Fig. 1: signal wires on met4
Supply wires on this layer in grey.
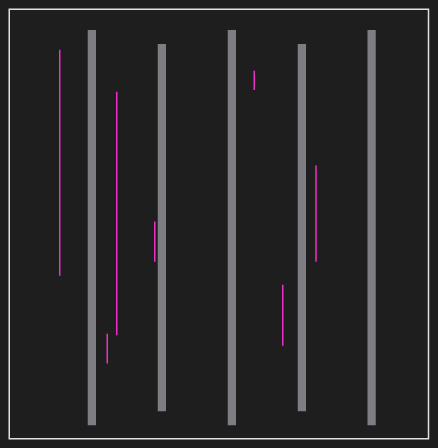
Fig. 2: drive-strength map
The bar under the picture is 20 um long.
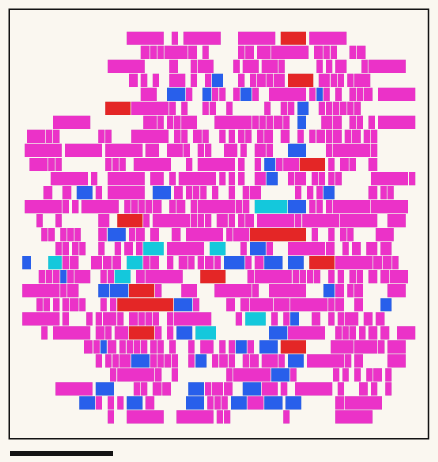
## config.mk

```make
export PLATFORM = sky130hd
export DESIGN_NAME = level_counter
export DESIGN_NICKNAME = d
export VERILOG_FILES = /design/src/rtl/level_counter_pkg.sv /design/src/rtl/level_counter_debounce.sv /design/src/rtl/level_counter.sv
export SDC_FILE = /design/constraint.sdc
export NUM_CORES = 1
export LEC_CHECK = 0
export ABC_AREA = 1
export CAP_MARGIN = 15
export CORE_AREA = 2 2 79 81
export DETAILED_ROUTE_END_ITERATION = 16
export DIE_AREA = 0 0 81 83
export PLACE_DENSITY = 0.76
export SETUP_SLACK_MARGIN = 0.4
export SYNTH_ARGS = -nofsm -noshare
export SYNTH_HDL_FRONTEND = slang
export SYNTH_SLANG_ARGS = --single-unit
```

## constraint.sdc

```tcl
create_clock -name clk -period 4.3 [get_ports clk]
set_input_delay 0.86 -clock clk [delete_from_list [all_inputs] [get_ports clk]]
set_output_delay 0.86 -clock clk [all_outputs]
set_load 0.05 [all_outputs]
```

## src/rtl/level_counter_pkg.sv

```systemverilog
// Shared constants and types for the level counter and its button debouncers.
package level_counter_pkg;

  localparam int unsigned LEVEL_W = 5;
  localparam logic [LEVEL_W-1:0] LEVEL_MAX = 5'd16;
  localparam logic [LEVEL_W-1:0] LEVEL_MIN = 5'd0;

  // Wide enough for any debounce length up to 2^20-1 cycles.
  localparam int unsigned DEB_CNT_W = 20;

  typedef enum logic [1:0] {
    STABLE_LO,
    WAIT_HI,
    STABLE_HI,
    WAIT_LO
  } deb_state_t;

endpackage

```

## src/rtl/level_counter_debounce.sv

```systemverilog
// Synchronizes and debounces one raw push-button; emits a one-cycle
// registered pulse when a press is accepted. Releases produce no pulse.
module button_debounce
  import level_counter_pkg::*;
#(
  parameter int unsigned DEBOUNCE_CYCLES = 250000
) (
  input  logic clk,
  input  logic rst,
  input  logic btn,
  output logic press
);

  localparam logic [DEB_CNT_W-1:0] LAST = DEB_CNT_W'(DEBOUNCE_CYCLES - 1);
  localparam bit SINGLE = (DEBOUNCE_CYCLES == 1);

  logic                 sync_a;
  logic                 sync_b;
  deb_state_t           state;
  deb_state_t           state_nx;
  logic [DEB_CNT_W-1:0] cnt;
  logic [DEB_CNT_W-1:0] cnt_nx;
  logic                 press_nx;

  // Two-flop synchronizer, FSM state, stable-cycle counter and press pulse.
  always_ff @(posedge clk) begin
    if (rst) begin
      sync_a <= 1'b0;
      sync_b <= 1'b0;
      state  <= STABLE_LO;
      cnt    <= '0;
      press  <= 1'b0;
    end else begin
      sync_a <= btn;
      sync_b <= sync_a;
      state  <= state_nx;
      cnt    <= cnt_nx;
      press  <= press_nx;
    end
  end

  // Next-state logic. The edge that leaves a STABLE state already counts as
  // the first stable sample, so the wait lasts DEBOUNCE_CYCLES samples total.
  always_comb begin
    state_nx = state;
    cnt_nx   = cnt;
    press_nx = 1'b0;
    case (state)
      STABLE_LO: begin
        if (sync_b) begin
          if (SINGLE) begin
            state_nx = STABLE_HI;
            press_nx = 1'b1;
            cnt_nx   = '0;
          end else begin
            state_nx = WAIT_HI;
            cnt_nx   = DEB_CNT_W'(1);
          end
        end
      end
      WAIT_HI: begin
        if (!sync_b) begin
          state_nx = STABLE_LO;
          cnt_nx   = '0;
        end else if (cnt >= LAST) begin
          state_nx = STABLE_HI;
          press_nx = 1'b1;
          cnt_nx   = '0;
        end else begin
          cnt_nx = cnt + DEB_CNT_W'(1);
        end
      end
      STABLE_HI: begin
        if (!sync_b) begin
          if (SINGLE) begin
            state_nx = STABLE_LO;
            cnt_nx   = '0;
          end else begin
            state_nx = WAIT_LO;
            cnt_nx   = DEB_CNT_W'(1);
          end
        end
      end
      WAIT_LO: begin
        if (sync_b) begin
          state_nx = STABLE_HI;
          cnt_nx   = '0;
        end else if (cnt >= LAST) begin
          state_nx = STABLE_LO;
          cnt_nx   = '0;
        end else begin
          cnt_nx = cnt + DEB_CNT_W'(1);
        end
      end
      default: begin
        state_nx = STABLE_LO;
        cnt_nx   = '0;
      end
    endcase
  end

endmodule

```

## src/rtl/level_counter.sv

```systemverilog
// Saturating 0..16 level counter driven by debounced up/down buttons.
module level_counter
  import level_counter_pkg::*;
#(
  parameter int unsigned DEBOUNCE_CYCLES = 250000
) (
  input  logic               clk,
  input  logic               rst,
  input  logic               btn_up,
  input  logic               btn_down,
  output logic [LEVEL_W-1:0] counter_out,
  output logic               at_max,
  output logic               at_min
);

  logic               up_press;
  logic               down_press;
  logic [LEVEL_W-1:0] level_nx;

  button_debounce #(.DEBOUNCE_CYCLES(DEBOUNCE_CYCLES)) u_up (
    .clk   (clk),
    .rst   (rst),
    .btn   (btn_up),
    .press (up_press)
  );

  button_debounce #(.DEBOUNCE_CYCLES(DEBOUNCE_CYCLES)) u_down (
    .clk   (clk),
    .rst   (rst),
    .btn   (btn_down),
    .press (down_press)
  );

  // Saturating step; simultaneous up and down presses cancel.
  always_comb begin
    level_nx = counter_out;
    if (up_press && !down_press && counter_out != LEVEL_MAX) begin
      level_nx = counter_out + LEVEL_W'(1);
    end else if (down_press && !up_press && counter_out != LEVEL_MIN) begin
      level_nx = counter_out - LEVEL_W'(1);
    end
  end

  // Level and flags registered together so the flags never lag the level.
  always_ff @(posedge clk) begin
    if (rst) begin
      counter_out <= LEVEL_MIN;
      at_min      <= 1'b1;
      at_max      <= 1'b0;
    end else begin
      counter_out <= level_nx;
      at_min      <= (level_nx == LEVEL_MIN);
      at_max      <= (level_nx == LEVEL_MAX);
    end
  end

endmodule
```

==> flow_metrics.tcl <==
# metrics dict for downstream scripts
set metrics [dict create \
    dieHeight_um 83 \
    synth.cell_area_um2 3380 \
    grt_pass1_wl_um 12000 \
    simple_gate_area_share_of_the_yosys_netlist_pct 40.7 \
    std_cell_rows 28 \
    cp_max_fo 7 \
    worstMarginPinSlew_ps 1000 \
    initialDrtViolationCount 223 \
    final_clock_cell_share_pct 5.96 \
    routedLengthMet1_um 3260 \
    tap_cells 75 \
    synth.mux.area_fraction_pct 0 \
    fp.coreArea_um2 5820 \
    vdd_ir_drop_max_mv 0.211 \
    power_density_normalized_to_cell_area_nw_per_um2 328 \
    critical_path.n_buffers_inverters 1 \
    rsz0062_at_grt "no" \
    critical_path_class "reg -> out" \
    maxSlewViolCount 0 \
    layout.non_clock_buffers 11 \
    logic_gates 363 \
    detailedPlacementHpwl_um 4690 \
    clock_power_share_pct 46.7 \
    wire_per_inst_um 11.6 \
    netlist_instances 507 \
    globalRouteOverflowTotal 0 \
    gr-usage-met3_pct 5.11 \
    clock.fmax_mhz 401 \
    synthesis.nets 515 \
    routed-via-count 3063 \
    result_of_the_run "finished, final reports clean" \
    design.final.nets 520 \
    layout.cells.most_common_list "sky130_fd_sc_hd__nand2_1 (130), sky130_fd_sc_hd__nor2_1 (73), sky130_fd_sc_hd__inv_1 (66)" \
    hold-path-cell-count 2 \
    clockBufferCount 11 \
    synthTopCellsByCount "sky130_fd_sc_hd__nand2_1 (130), sky130_fd_sc_hd__nor2_1 (73), sky130_fd_sc_hd__inv_1 (66), sky130_fd_sc_hd__dfxtp_1 (57), sky130_fd_sc_hd__nand3_1 (32)" \
    power_leakage_uw 0.00149 \
    number_of_cts_inserted_buffers 9 \
    numSynthFlops 57 \
    fraction_of_power_consumed_by_sequential_logic_pct 45.7 \
    top_power_group "the clock network" \
    drive_above_1_share_pct 12.6 \
    htree_levels 3 \
    setup_viol 0 \
    grt.busiest_layer "met2" \
    seq_share_pct 30.9 \
    grt_start_max_net_pins 43 \
    detailroute.wirelength.met3_um 330 \
    arrival_ps 1640 \
]
About Fig. 1:
main direction: vertical
wire length on this layer: 137 um
longest straight run: 46.9 um
nets with wire on the layer: 5
share of all routed wire: 2.0%

About Fig. 2:
| size | colour | cells |
|---|---|---|
| _0 and _1 cells | magenta | 452 |
| _3 and _4 cells | cyan | 8 |
| _6 and larger | red | 12 |
| _2 cells | blue | 45 |

==> state kept, by name, summed over array words and instances (netlist names), named ones only <==
signal	count
at_max	1
at_min	1
counter_out	5
u_down.cnt	20
u_down.press	1
u_down.state	1
u_down.sync_a	1
u_down.sync_b	1
u_up.cnt	20
u_up.press	1
u_up.state	1
u_up.sync_a	1
u_up.sync_b	1
==> metrics by stage <==
step                hold WS, ps  std cells  cell area, um^2  util, %  worst slack (ps)
floorplan                   388        507             3380        -              2400
global placement            394        576             3470     59.7              2190
detailed placement          396        576             3470     59.7              2170
CTS                         405        592             3690     63.5              1810
global route                415        592             3690     63.5              1760
finish                      401        592             3690     63.5              1800
